[src/rtl/pipe_stall_ctrl.sv]
// Pipeline stall/flush scheduler: zero-latency hold vector and IF/ID flush from hazard, multi-cycle EX and MEM-wait requests.
// Optional cycle counters for stalls and flushes are compiled in with PIPE_CTRL_PERF_EN.
module pipe_stall_ctrl #(
  parameter int MC_CNT_W = 6,
  parameter int PERF_W   = 32
) (
  input  logic                clk,
  input  logic                rst,
  input  logic                id_re1_i,
  input  logic                id_re2_i,
  input  logic [4:0]          id_raddr1_i,
  input  logic [4:0]          id_raddr2_i,
  input  logic                ex_memread_i,
  input  logic                ex_we_i,
  input  logic [4:0]          ex_waddr_i,
  input  logic                ex_mc_start_i,
  input  logic [MC_CNT_W-1:0] ex_mc_cycles_i,
  input  logic                mem_stallreq_i,
  input  logic                branch_taken_i,
  output logic [5:0]          stall_o,
  output logic                flush_o,
  output logic                busy_o,
  output logic [PERF_W-1:0]   perf_stall_cnt_o,
  output logic [PERF_W-1:0]   perf_flush_cnt_o
);

  typedef enum logic [1:0] {
    RUN     = 2'b00,
    MC_WAIT = 2'b01
  } state_t;

  localparam logic [5:0] STALL_LU  = 6'b000011;
  localparam logic [5:0] STALL_MC  = 6'b001111;
  localparam logic [5:0] STALL_MEM = 6'b011111;

  state_t              r_state;
  state_t              w_state_nxt;
  logic [MC_CNT_W-1:0] r_cnt;
  logic [MC_CNT_W-1:0] w_cnt_nxt;
  logic                w_lu;
  logic                w_mc_hold;
  logic [5:0]          w_stall;
  logic                w_flush;

  // A load in EX feeding a register ID needs: one bubble, gone once the load moves on.
  assign w_lu = ex_memread_i & ex_we_i & (ex_waddr_i != 5'd0) &
                ((id_re1_i & (id_raddr1_i == ex_waddr_i)) |
                 (id_re2_i & (id_raddr2_i == ex_waddr_i)));

  always_ff @(posedge clk) begin
    if (rst) begin
      r_state <= RUN;
      r_cnt   <= '0;
    end else begin
      r_state <= w_state_nxt;
      r_cnt   <= w_cnt_nxt;
    end
  end

  always_comb begin
    w_state_nxt = r_state;
    w_cnt_nxt   = r_cnt;
    w_mc_hold   = 1'b0;
    case (r_state)
      RUN: begin
        if (ex_mc_start_i && (ex_mc_cycles_i >= MC_CNT_W'(2))) begin
          w_mc_hold = 1'b1;
          // The start cycle is itself the first stall; N==2 needs nothing more.
          if (ex_mc_cycles_i > MC_CNT_W'(2)) begin
            w_cnt_nxt   = ex_mc_cycles_i - MC_CNT_W'(2);
            w_state_nxt = MC_WAIT;
          end
        end
      end
      MC_WAIT: begin
        w_mc_hold = 1'b1;
        w_cnt_nxt = r_cnt - MC_CNT_W'(1);
        if (r_cnt == MC_CNT_W'(1)) begin
          w_state_nxt = RUN;
        end
      end
      default: begin
        w_state_nxt = RUN;
      end
    endcase

    w_stall = 6'b000000;
    if (w_mc_hold)      w_stall = w_stall | STALL_MC;
    if (w_lu)           w_stall = w_stall | STALL_LU;
    if (mem_stallreq_i) w_stall = w_stall | STALL_MEM;
    if (rst)            w_stall = 6'b000000;

    // A held IF/ID keeps the branch in ID; it re-resolves once released.
    w_flush = ~rst & branch_taken_i & ~w_stall[1];
  end

  assign stall_o = w_stall;
  assign flush_o = w_flush;
  assign busy_o  = ~rst & (r_state == MC_WAIT);

`ifdef PIPE_CTRL_PERF_EN
  logic [PERF_W-1:0] r_perf_stall;
  logic [PERF_W-1:0] r_perf_flush;

  always_ff @(posedge clk) begin
    if (rst) begin
      r_perf_stall <= '0;
      r_perf_flush <= '0;
    end else begin
      if (w_stall[0] && (r_perf_stall != {PERF_W{1'b1}})) begin
        r_perf_stall <= r_perf_stall + PERF_W'(1);
      end
      if (w_flush && (r_perf_flush != {PERF_W{1'b1}})) begin
        r_perf_flush <= r_perf_flush + PERF_W'(1);
      end
    end
  end

  assign perf_stall_cnt_o = r_perf_stall;
  assign perf_flush_cnt_o = r_perf_flush;
`else
  assign perf_stall_cnt_o = '0;
  assign perf_flush_cnt_o = '0;
`endif

endmodule

[config.mk]
export PLATFORM = sky130hd
export DESIGN_NAME = pipe_stall_ctrl
export DESIGN_NICKNAME = d
export VERILOG_FILES = /design/src/rtl/pipe_stall_ctrl.sv
export SDC_FILE = /design/constraint.sdc
export NUM_CORES = 1
export LEC_CHECK = 0
export CORE_UTILIZATION = 32
export CTS_CLUSTER_DIAMETER = 60
export DETAILED_ROUTE_END_ITERATION = 6
export PLACE_DENSITY = 0.86
export SYNTH_ARGS = -nofsm -noshare
export SYNTH_HDL_FRONTEND = slang
export SYNTH_SLANG_ARGS = --single-unit
[constraint.sdc]
create_clock -name clk -period 2 [get_ports clk]
set_clock_uncertainty 0.2 [all_clocks]
set_input_delay 0.3 -clock clk [delete_from_list [all_inputs] [get_ports clk]]
set_output_delay 0.3 -clock clk [all_outputs]
set_load 0.005 [all_outputs]
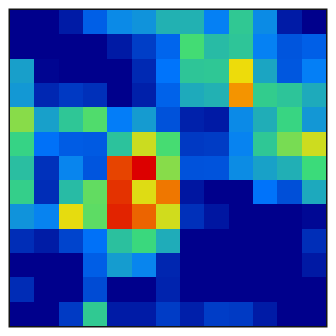
run_1/metal_density.png
13 x 13 tiles, from dark blue (low) to red (high), scaled to the fullest tile. Values are wire area over tile area, all layers added.
nearly empty tiles: 27%
emptiest ninth of the die: bottom right
densest ninth of the die: middle
mean over tiles: 0.094
tiles over half the peak: 12%

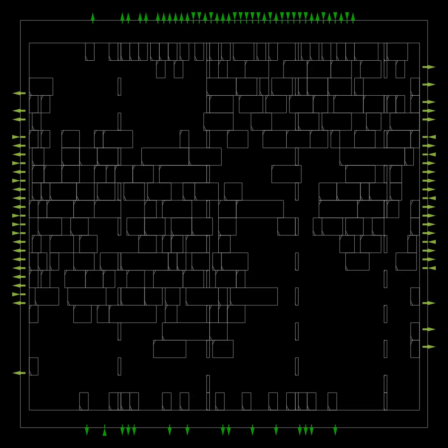
run_1/placement.png
number of tap instances: 46
fill count: 372
Seq area share: 9.05%
number of core rows: 21
Final Instance Count excl. Fillers: 251

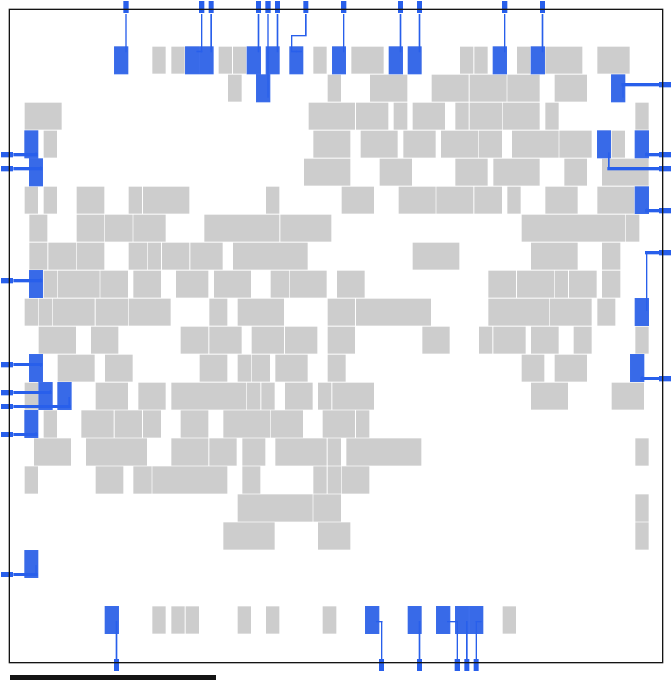
run_1/io_fan.png
Scale bar: 20 µm.
legend:
  blue:
    port: perf_stall_cnt_o
    bits: 32
    direction: output
    end_cells: 32
    buffers: 0
    wire: 121 µm

run 1: metal layers:
metal | vias up | routed length (µm) | GRT usage, %
met1 | 430 | 889 | 12.8
met3 | 5 | 177 | 1.99
met4 | 0 | 42 | 5.97
met5 | - | 0 | 0
met2 | 55 | 1190 | 18.9
li1 | 481 | - | -
run 1: worst max-delay path, cell delays in order:
cell and delay [ns]:
sky130_fd_sc_hd__buf_6 0.09, sky130_fd_sc_hd__or4_4 0.53, sky130_fd_sc_hd__o21ai_2 0.13, sky130_fd_sc_hd__buf_6 0.12
sky130_fd_sc_hd__a21oi_4 0.06, sky130_fd_sc_hd__buf_6 0.12, sky130_fd_sc_hd__a21o_1 0.15, sky130_fd_sc_hd__buf_2 0.12
run 1: kinds of logic (layout without fill, tap and decap cells):
family | count (synthesis) | in the layout
mux | 3 | 3
simple gates | 24 | 24
flops | 7 | 7
compound gates | 23 | 23
other cells | 1 | 65
buf+inv | 76 | 65
fa+ha+maj | 3 | 3
xor+xnor | 15 | 15
run 1: through the flow:
step / worst slack [ns] / std cells / hold WS (ns)
4_1_cts: -0.135 / 250 / 0.362
6_report: -0.116 / 251 / 0.364
2_1_floorplan: 0.0278 / 216 / 0.294
3_5_place_dp: -0.929 / 245 / 0.356
3_3_place_gp: -0.882 / 245 / 0.338
5_1_grt: -0.173 / 251 / 0.379
run 1: sequential cells by signal (all words and copies together), names as in the netlist:
signal / count
r_state: 1
r_cnt: 6
run 1: power groups by stage:
stage | Sequential (µW) | Clock [µW] | Combinational [µW]
6_report | 175 | 203 | 278
5_1_grt | 178 | 218 | 308
4_1_cts | 175 | 208 | 270
3_5_place_dp | 177 | 0 | 275
3_3_place_gp | 177 | 0 | 269
2_1_floorplan | 173 | 0 | 244
==> run summary, run 1 <==
Latest figures from synthesis and place and route.

Looking at the power breakdown, the clock network takes 30.9% of the total. The TritonCTS clock tree is done. The flow reported a cell area power density of 424 mW/mm². The combinational cell area excluding buffers and inverters is 798 µm². The clock network contribution to total cell area is 2.91%. The number of remaining DRC errors is 0. The timing report gives the clock slew at the launch and capture registers of the worst setup and hold paths as 0.04 ns. The final RePlAce weighted congestion is 0.769. The share of the clock period used by the worst path after layout is 106%. Per the skew report, the later register of the worst-skew pair sees a clock latency of 0.23 ns. The netlist area before placement is 0.00120 mm². The most common logic cells in the final layout are sky130_fd_sc_hd__conb_1, sky130_fd_sc_hd__buf_4, sky130_fd_sc_hd__clkdlybuf4s50_1. The register-to-register setup slack is 0.23 ns. The area of the synthesized netlist per yosys stat is 0.00120 mm². For this block, the initial DRC count from the detailed router was 23. Nets still carrying antenna violations after routing amount to 0. The arrival time of the worst setup path is 1.62 ns.

The capturing element of the worst setup path is stall_o[1]. In the final report, the number of hold violations comes to 0. The number of stages on the worst hold path is 2. Sorting the synthesized cells by how often they occur yields sky130_fd_sc_hd__buf_4, sky130_fd_sc_hd__xnor2_1, sky130_fd_sc_hd__dfxtp_1, sky130_fd_sc_hd__inv_1. Once the floorplan was initialized, standard cells occupied 34.7% of the core. In this run, synthesis inferred 0 flip-flops with an integrated enable. The final report lists the setup-violating endpoint count as 4. Max-cap violations in this run came to 0.

The setup total negative slack is -0.403 ns. The pin count of the biggest net entering global routing is 12. The most common cell after layout, fill and taps aside is sky130_fd_sc_hd__conb_1.

The flow ran to the end, but the final reports show violations. Per the synthesis report, the simple-gate share of the synthesized area is 11.7%. STA puts the critical path data required time at 1.50 ns. According to the timing report, the critical path is launched from ex_mc_cycles_i[5]. The main combinational cell family by area after synthesis is buffers and inverters. The synthesis-to-finish area growth is 28.5%. The count of buffers added by post-CTS timing repair for setup is 1. The switching power as a share of total power is 32.5%. Summing over every cut layer, the via total after detailed routing is 971.

For this design the top-level I/O count stands at 102. The unique cell type count in the Yosys netlist is 36. The maximum fanout along the worst path is 3. The placement stage leaves a total instance area of 0.00146 mm². The classification of the worst setup path is in2out.

The number of warnings in the stage logs is 29. For this sky-water flow run, the detailed-routed wirelength per cell is reported as 9.14 µm. The static leakage is 0.000803 µW. The capture point of the worst register-to-register path is recorded as r_cnt[5]. The area fraction in compound gates after synthesis is 14.3%. The area fraction of the largest cell type after synthesis is 42.4%. The die width is 63.4 µm.

Among all cell types in the netlist, the one instantiated most often is sky130_fd_sc_hd__buf_4. The core outline area is 0.00347 mm². The number of buffers on the longest clock path is 2. The layout report gives the multi-input gate share of total cell area as 51.6%. The finished layout reports a core utilization of 44.6%. The half-perimeter wire length of the detailed placement result is 1.92 mm.

The first global-routing pass estimated 3.51 mm of wire. The count of buffers inserted at the top-level ports is 36. The final-stage net count is 239. The layout multi-input combinational cell count is 133. Once routing completed, OpenROAD measured the worst setup slack at -0.116 ns. The number of global-route vias before repair is 811. The number of clock buffers added by TritonCTS is 3. Global routing used 11.0% of the available tracks across all layers.

Setup repair after global routing could not meet its margin everywhere. The number of instances resized during post-cts repair is 38. The script extracted a net switching power of 213 µW. The combined flip-flop and latch cell area is 140 µm². STA lists the startpoint of the worst hold path as r_cnt[2]. The type of the worst min-delay path is reg2reg. Cell internal power was estimated by the tool at 443 µW. STA lists the startpoint of the worst register-to-register path as r_cnt[2]. The worst setup path is launched from an input pin. The path with the worst hold slack has its endpoint at r_cnt[2].

By area the synthesized netlist is led by sky130_fd_sc_hd__buf_4, sky130_fd_sc_hd__dfxtp_1, sky130_fd_sc_hd__xnor2_1, sky130_fd_sc_hd__ha_1, sky130_fd_sc_hd__mux2i_1. The number of non-clock inverters in the layout is 7. The height of the die is 63.4 µm. Of the post-synthesis cell area, the part taken by muxes is 2.49%. Per the synth stats, the flop cell with the highest instance count is sky130_fd_sc_hd__dfxtp_1. The average instance in the mapped netlist occupies 7.93 µm². After synthesis, the design contains 152 cells according to Yosys.

The kind of end point of the critical path is a primary output. After Yosys synthesis, XOR and XNOR cells account for 10.9% of the synthesized area. The checks that failed: setup timing.

The detail-routed via count per cell is 3.87. The register bit count reported by yosys is 7. The synthesized netlist handed to floorplanning was reported with a cell count of 152. The number of diodes is 0.

The number of antenna violations at the first check in global routing came to 0. Of the total power, combinational logic draws 42.4%. The peak clock frequency supported by timing is 473 MHz.

The number of pins exceeding their max-slew limit in the final report is 0. For this design, the CTS-stage hold fixing added 0 buffers. The routed wire length is 2.29 mm. Recorded from the global router log, the overflow total was 0.

The clock tree has to reach 7 sinks. In the final design, more cell area goes to multi-input combinational cells than to any other class. The proportion of layout cells with a drive suffix above 1 is 19.5%. For reference, full adder, half adder and majority cells occupy 3.12% of the area reported after synthesis.

The cell count of the worst reg-to-reg path is 4. The biggest area contributor in the post-synthesis netlist is sky130_fd_sc_hd__buf_4. The count of plain and timing-repair buffers in the layout is 54. For this run, asynchronously set or reset flops after synthesis account for 0%. The tree is rooted in a sky130_fd_sc_hd__clkbuf_8. The final instance area is 0.00155 mm². The count of warnings emitted by yosys is 0. The register share after synthesis is 11.6%.

In the finished layout, the clock tree contains a buffer count of 4. The overall power of the completed layout is 656 µW. The final-layout non-clock buffer area share is 31.0%. The share of total power dissipated in sequential elements is 26.7%. The detailed-router iteration count before antenna repair is 4. The number of sequential cells reported for the layout is 7.

Per the CTS log, the maximum H-tree level is 1. Across the VDD grid, the largest voltage drop is 0.170 mV. The minimum clock period after layout is 2.12 ns. The die covers 0.00401 mm².
==> run 2, diff against run 1 <==
--- a/config.mk
+++ b/config.mk
@@ -6,9 +6,9 @@
 export NUM_CORES = 1
 export LEC_CHECK = 0
 export CORE_UTILIZATION = 32
-export CTS_CLUSTER_DIAMETER = 60
 export DETAILED_ROUTE_END_ITERATION = 6
 export PLACE_DENSITY = 0.86
+export SLEW_MARGIN = 20
 export SYNTH_ARGS = -nofsm -noshare
 export SYNTH_HDL_FRONTEND = slang
 export SYNTH_SLANG_ARGS = --single-unit
==> run 2 against run 1 <==
The run still ends with setup timing left. Die size stayed put. Non-clock buffer count did not move. Synthesized area unchanged. Utilization unchanged. Power stayed put. Largest cell class unchanged. Largest power group unchanged.
==> run summary, run 2 <==
Latest figures from synthesis and place and route.

The timing report shows that the slowest cell on the worst path is sky130_fd_sc_hd__or4_4. Buffers added to address setup during post-CTS repair amount to 1. The count of warnings emitted by yosys is 0. The proportion of layout cells with a drive suffix above 1 is 19.5%. The library cell appearing most often on the critical path is sky130_fd_sc_hd__buf_6. For the worst-skew pair, the clock arrives at the later sink with an insertion delay of 0.23 ns. In the Yosys stats the netlist draws on 36 distinct library cells. The flow ran to the end, but the final reports show violations. The most common cell after layout, fill and taps aside is sky130_fd_sc_hd__conb_1. The total grt overflow is 0. The area of the synthesized netlist per yosys stat is 0.00120 mm².

The prevailing post-synth register cell is sky130_fd_sc_hd__dfxtp_1. The yosys cell count is 152. The number of remaining DRC errors is 0. Derived from the worst setup path, the maximum achievable clock frequency is 473 MHz. The total of endpoints with negative setup slack in the final report is 4. The root buffer selected by CTS is sky130_fd_sc_hd__clkbuf_8. The register with the most flip-flops in the layout has 6 of them.

According to the floorplan report, the placeable core area is 0.00347 mm². The final RePlAce weighted congestion is 0.769. The placed instances occupy a cell area of 0.00146 mm².

The checks that failed: setup timing. The internal power consumption is 443 µW. The most numerous cell in the Yosys netlist is sky130_fd_sc_hd__buf_4. The registers reported with the highest flop counts are r_cnt: 6 flops, r_state: 1 flops. The routed wire length is 2.29 mm. The final report gives the standard cell area, fillers excluded, as 0.00155 mm². STA puts the critical path data arrival time at 1.62 ns. The required time at the worst endpoint is listed as 1.50 ns.

The classification of the worst setup path is in2out. Including well taps, the total number of placed cells is 245. The starting DRC count in detailed routing is 23.

Summed over its instances, the top area cell type makes up 42.4% of the synthesized netlist area. Buffers inserted during clock tree synthesis total 3. In this run the count of I/O pins placed on the die edge is 102. The final-stage net count is 239. The part of the total power dissipated in sequential elements is 26.7%.

The count of hold buffers inserted by post-cts repair is 0. The cell sequence reported for the critical path is buf_6 > or4_4 > o21ai_2 > buf_6 > a21oi_4 > buf_6 > a21o_1 > buf_2. The share of the clock period used by the worst path after layout is 106%. The total via count after detailed routing is 971. The TritonCTS clock tree is done.

The count of mapped cells out of synthesis is 152. The detail-routed via count per cell is 3.87. Per STA, the highest per-stage delay on the worst path measures 0.53 ns.

The core utilization before placement is 34.7%. Overall routing resource usage recorded by global route was 11.0%. The number of standard cells in the final layout excluding fillers is 251. Leaving out fill and tap cells, the most frequent cells in the layout are sky130_fd_sc_hd__conb_1, sky130_fd_sc_hd__buf_4, sky130_fd_sc_hd__clkdlybuf4s50_1. After synthesis, the cell types taking the most area are sky130_fd_sc_hd__buf_4, sky130_fd_sc_hd__dfxtp_1, sky130_fd_sc_hd__xnor2_1, sky130_fd_sc_hd__ha_1, sky130_fd_sc_hd__mux2i_1. The netlist area before placement is 0.00120 mm².

The worst setup path is launched from an input pin. The average wire per standard cell is 9.14 µm. The register bit count reported by yosys is 7. The hold slack is 0.364 ns. For the final routed database, the setup TNS stands at -0.403 ns. The number of pins exceeding their max-slew limit in the final report is 0. For this run, the detailed router's first-pass iteration total came to 4. The flow reports that combinational logic draws 42.4% of the design power. Detailed placement finished with a half-perimeter wire length of 1.92 mm. The final count of hold timing violations is 0.

The kind of end point of the critical path is a primary output. The number of global-route vias before repair came to 811. The count of standard-cell rows is 21.

Setup repair after global routing could not meet its margin everywhere. The utilization of the core after routing is 44.6%. The clock network is responsible for 30.9% of the overall power. In the post-route analysis, the smallest setup slack over all paths is -0.116 ns. The static leakage is 0.000803 µW. The die is 63.4 µm tall.
==> run 2: cell counts in the layout (fill, tap and decap cells not counted) <==
Identical to the previous run, type by type.
==> run 2: layer usage <==
| metal | share of wire [%] | vias to the layer above | track usage, % |
|---|---|---|---|
| li1 | - | 481 | - |
| met1 | 39 | 430 | 12.8 |
| met2 | 52 | 55 | 18.9 |
| met3 | 7.7 | 5 | 1.99 |
| met4 | 1.8 | 0 | 5.97 |
| met5 | 0 | - | 0 |
==> run 2: power groups by stage <==
stage	clock [µW]	sequential [µW]	combinational [µW]
6_report	203	175	278
5_1_grt	218	178	308
4_1_cts	208	175	270
3_5_place_dp	0	177	275
3_3_place_gp	0	177	269
2_1_floorplan	0	173	244
==> run 2: final timing paths <==
kind | startpoint | endpoint | slack [ns] | depth (start not counted)
setup / recovery | ex_mc_cycles_i[5] | stall_o[1] | -0.12 | 8
setup reg to reg | r_cnt[2] | r_cnt[5] | 0.23 | 4
hold reg to reg | r_cnt[2] | r_cnt[2] | 0.36 | 2
hold / removal | r_cnt[2] | r_cnt[2] | 0.36 | 2
==> run 2: kinds of logic after synthesis <==
group	Yosys count	share of synthesized area, %
muxes	3	2.49
other	1	0.311
buffers and inverters	76	45.5
AOI/OAI and AO/OA	23	14.3
adders and majority gates	3	3.12
DFF	7	11.6
and+or+nand+nor	24	11.7
xor gates and xnor gates	15	10.9
==> run 2: area by class of cell <==
type | count | area (µm²)
Fill cell | 372 | 1920
Multi-Input combinational cell | 133 | 798
Inverter | 7 | 26.3
Sequential cell | 7 | 140
Tap cell | 46 | 57.6
Timing Repair Buffer | 54 | 480
Clock buffer | 4 | 45.0
==> run 2: worst max-delay path: cells and delay by family <==
| family | cells | cell delay [ns] |
|---|---|---|
| buf+inv | 4 | 0.45 |
| simple gates | 1 | 0.53 |
| compound gates | 3 | 0.34 |
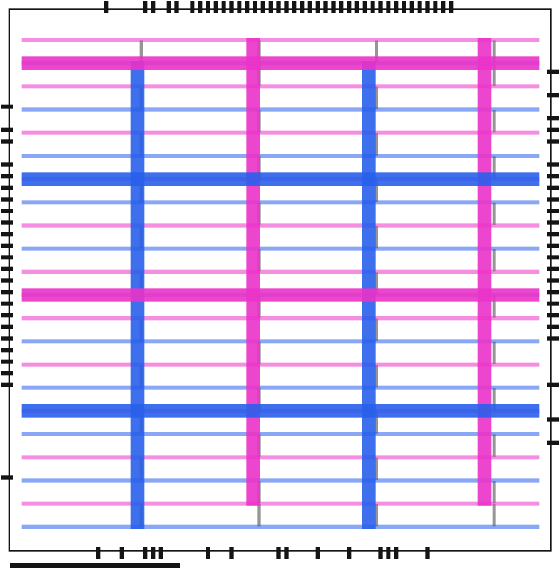
run_2/power_grid.png
Scale bar: 20 µm. Pins as bars on the die edge. Tap cells in gray.
legend:
  blue:
    net: VSS
  magenta:
    net: VDD
met1 rails: 22
tap cells: 46
met4 straps: 4
signal pins: 102

==> run 3, diff against run 2 <==
--- a/config.mk
+++ b/config.mk
@@ -6,8 +6,10 @@
 export NUM_CORES = 1
 export LEC_CHECK = 0
 export CORE_UTILIZATION = 32
+export CTS_CLUSTER_DIAMETER = 40
 export DETAILED_ROUTE_END_ITERATION = 6
 export PLACE_DENSITY = 0.86
+export SETUP_SLACK_MARGIN = 0.05
 export SLEW_MARGIN = 20
 export SYNTH_ARGS = -nofsm -noshare
 export SYNTH_HDL_FRONTEND = slang
==> run 3 against run 2 <==
The flow still finishes with violations (setup timing). Flip-flop count stayed put. Non-clock buffer count is 2 lower. Synthesized cell count stayed put. Largest cell class unchanged. Largest power group unchanged.
==> run summary, run 3 <==
Latest figures from synthesis and place and route.

In the final layout, the registers with the most flip-flops are r_cnt: 6 flops, r_state: 1 flops. The startpoint identified for the worst register-to-register timing path is r_cnt[2]. The number of warnings in the stage logs is 29. After detailed placement, the design holds a cell count of 242. The register share after synthesis is 11.6%.

Post-synthesis, Yosys gives the total cell area as 0.00120 mm². The count of mapped cells out of synthesis is 152. In the post-synthesis netlist, the cell with the most instances is sky130_fd_sc_hd__buf_4. The register bit count reported by yosys is 7. The critical path ends at stall_o[1]. The routed wire length is 2.51 mm. The number of violations of the max-capacitance limit is 0. The setup total negative slack is -0.354 ns. Ranked by instance count, the synthesized netlist is headed by sky130_fd_sc_hd__buf_4, sky130_fd_sc_hd__xnor2_1, sky130_fd_sc_hd__dfxtp_1, sky130_fd_sc_hd__inv_1. The count of standard-cell rows is 21. The number of global-route vias before repair was 815. The post-synthesis share of cell area spent on xor and xnor gates is 10.9%.

According to the timing report, the data required time at the worst endpoint equals 1.50 ns. STA reports a reg2reg setup slack of 0.23 ns. The synthesis-to-finish area growth is 28.9%. The top cell types in the final layout, fill and taps aside, are sky130_fd_sc_hd__conb_1, sky130_fd_sc_hd__buf_4, sky130_fd_sc_hd__clkdlybuf4s50_1. Across all layers, the routed design uses 970 vias. Max-slew check failures listed in the final report amount to 0. The number of antenna violations at the first check in global routing is 0. STA classifies the critical path startpoint as an input pin. The static leakage is 0.000839 µW. The pin count of the biggest net entering global routing is 12. Ranked by total cell area, the synthesized netlist is headed by sky130_fd_sc_hd__buf_4, sky130_fd_sc_hd__dfxtp_1, sky130_fd_sc_hd__xnor2_1, sky130_fd_sc_hd__ha_1, sky130_fd_sc_hd__mux2i_1.

The type of the worst min-delay path is in2reg. The count of warnings emitted by yosys is 0. Setup violations remaining at the end of the flow were counted as 5.

The library cell with the largest summed area after synthesis is sky130_fd_sc_hd__buf_4. The maximum vdd drop is 0.388 mV. The commonest register cell is sky130_fd_sc_hd__dfxtp_1. The placement summary gives the final routability congestion estimate as 0.832. In this run the critical register-to-register path is captured at r_cnt[5]. The tally of nets with antenna violations remaining after routing is 0. The register with the most flip-flops in the layout has 6 of them. The first global-routing pass estimated 3.69 mm of wire.

The cell area after placement is 0.00144 mm². The minimum clock period after layout is 2.10 ns. Looking at the clock tree report, the H-tree level count equals 1. With fillers left out, the area of the finished cells amounts to 0.00155 mm². Setup repair after global routing could not meet its margin everywhere. The worst hold path passes through 5 cells. The proportion of layout cells with a drive suffix above 1 is 20.2%. The core region is 0.00347 mm².

The number of standard cells in the final layout excluding fillers is 249. The detail-routed via count per cell is 3.90. The number of diodes is 0. The core utilization before placement is 34.7%. In this run the clock root is driven by a sky130_fd_sc_hd__clkbuf_8. The clock passes through at most 2 buffers. The synthesized area divided by synthesized cell count is 7.93 µm². The data arrival time reported for the critical path is 1.60 ns. The main combinational cell family by area after synthesis is buffers and inverters. The starting DRC count in detailed routing is 14. The design draws 656 µW. The fraction of synthesis flops using an asynchronous set or reset pin is 0%.

The number of cells reported by Yosys stat comes to 152. The number of enable-type register cells in the synthesized netlist is 0. Per the synthesis report, the simple-gate share of the synthesized area is 11.7%. The number of I/O pins is 102.

The height of the die is 63.4 µm. For this run, design rule violations remaining after detail routing come to 0. The detailed-router iteration count before antenna repair is 4. The arithmetic-cell share of the synthesized area counting full adders, half adders and majority gates is 3.12%. Global routing used 11.7% of the available tracks across all layers. Across all setup checks in the final design, the least slack found is -0.103 ns.

The top cell type in the final layout, fill and taps aside, is sky130_fd_sc_hd__conb_1. The kind of end point of the critical path is a primary output. After global routing the overflow that remains totals 0. The launch point of the worst hold path is ex_mc_cycles_i[5]. The half-perimeter wire length of the detailed placement result is 2.08 mm. Tracing the worst setup path back leads to its startpoint at ex_mc_cycles_i[4]. The peak clock frequency supported by timing is 476 MHz.

The share of the clock period used by the worst path after layout is 105%. The area share of the largest cell type after synthesis is 42.4%. For reference, the most critical setup path is categorized as in2out.

The maximum fanout along the worst path is 2. The netlist area before placement is 0.00120 mm². The die width is 63.4 µm. After synthesis, the share of cell area in mux cells is 2.49%. The TritonCTS clock tree is done. The final reports fail on setup timing. The number of CTS-inserted buffers is 3. The path with the worst hold slack has its endpoint at r_cnt[5]. Ranked by flip-flop count, first place goes to r_cnt. The buffer_ports step reported a buffer count of 36. Counting the fill cells in the layout gives 364. The final count of hold timing violations is 0. The routed design shows a wire length per standard cell of 10.1 µm.

Per the OpenROAD floorplan log, the area of the die is 0.00401 mm². The timing report gives the clock slew at the launch and capture registers of the worst setup and hold paths as 0.04 ns. The area fraction in compound gates after synthesis is 14.3%. The cell count of the worst reg-to-reg path is 4. The flow reported a cell area power density of 422 mW/mm². The hold slack is 0.348 ns.

The clock sink count is 7. The clock latency on the worst-skew pair is 0.23 ns. Per the synthesis report, the number of distinct cell types is 36. The final layout contains 237 nets. The flow ran to the end, but the final reports show violations.
[run 3: cell counts after synthesis]
No cell type changed its count.
[run 3: area by class of cell]
type,instances,area [µm²],area share (%)
Timing Repair Buffer,52,478,30.8
Clock buffer,4,45.0,2.90
Sequential cell,7,140,9.02
Tap cell,46,57.6,3.71
Inverter,7,26.3,1.69
Multi-Input combinational cell,133,806,51.9
[run 3: where the power goes]
group / leakage (µW) / internal, µW / switching, µW
registers: 0.0000582 / 157 / 18.2
logic: 0.000758 / 146 / 131
clock network: 0.0000228 / 138 / 64.6
[run 3: per-stage QoR]
stage,setup slack [ns],util (%)
3_3_place_gp,-0.781,41.6
6_report,-0.103,44.8
2_1_floorplan,0.0714,-
3_5_place_dp,-0.885,41.6
5_1_grt,-0.151,44.8
4_1_cts,-0.146,42.5
[run 3: repair_timing]
action / in CTS / in global routing
pin swaps: 3 / 13
hold buffers: 0 / 0
setup buffers: 0 / 3
resized: 47 / 14
endpoints found under the setup margin: 12 / 5
[run 3: critical path: stages]
cell and delay, ns:
sky130_fd_sc_hd__buf_6 0.09, sky130_fd_sc_hd__or4_4 0.54, sky130_fd_sc_hd__o21ai_4 0.16, sky130_fd_sc_hd__a21oi_2 0.09, sky130_fd_sc_hd__buf_4 0.14, sky130_fd_sc_hd__a21o_1 0.16, sky130_fd_sc_hd__buf_2 0.13
[run 3: logic make-up after synthesis]
family / after synthesis
other: 1
muxes: 3
AOI/OAI and AO/OA: 23
adders and majority gates: 3
xor gates and xnor gates: 15
and+or+nand+nor: 24
buffers and inverters: 76
DFF: 7
[run 3: routing by layer]
metal  track usage [%]  up-vias  wire [µm]
met3              3.99        4        192
met2              21.9       57       1390
met4              2.27        0         27
met5                 0        -          0
li1                  -      479          -
met1              12.5      430        902
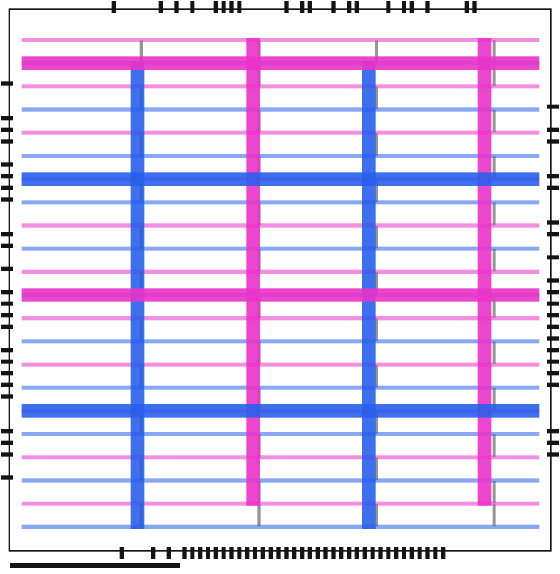
run_3/power_grid.png
Scale bar: 20 µm. Pins as bars on the die edge. Tap cells in gray.
legend:
  magenta:
    net: VDD
  blue:
    net: VSS
met1 rails: 22
rows: 21
met4 straps: 4

Power figures rest on the tool's default switching activity, not on a simulated workload.
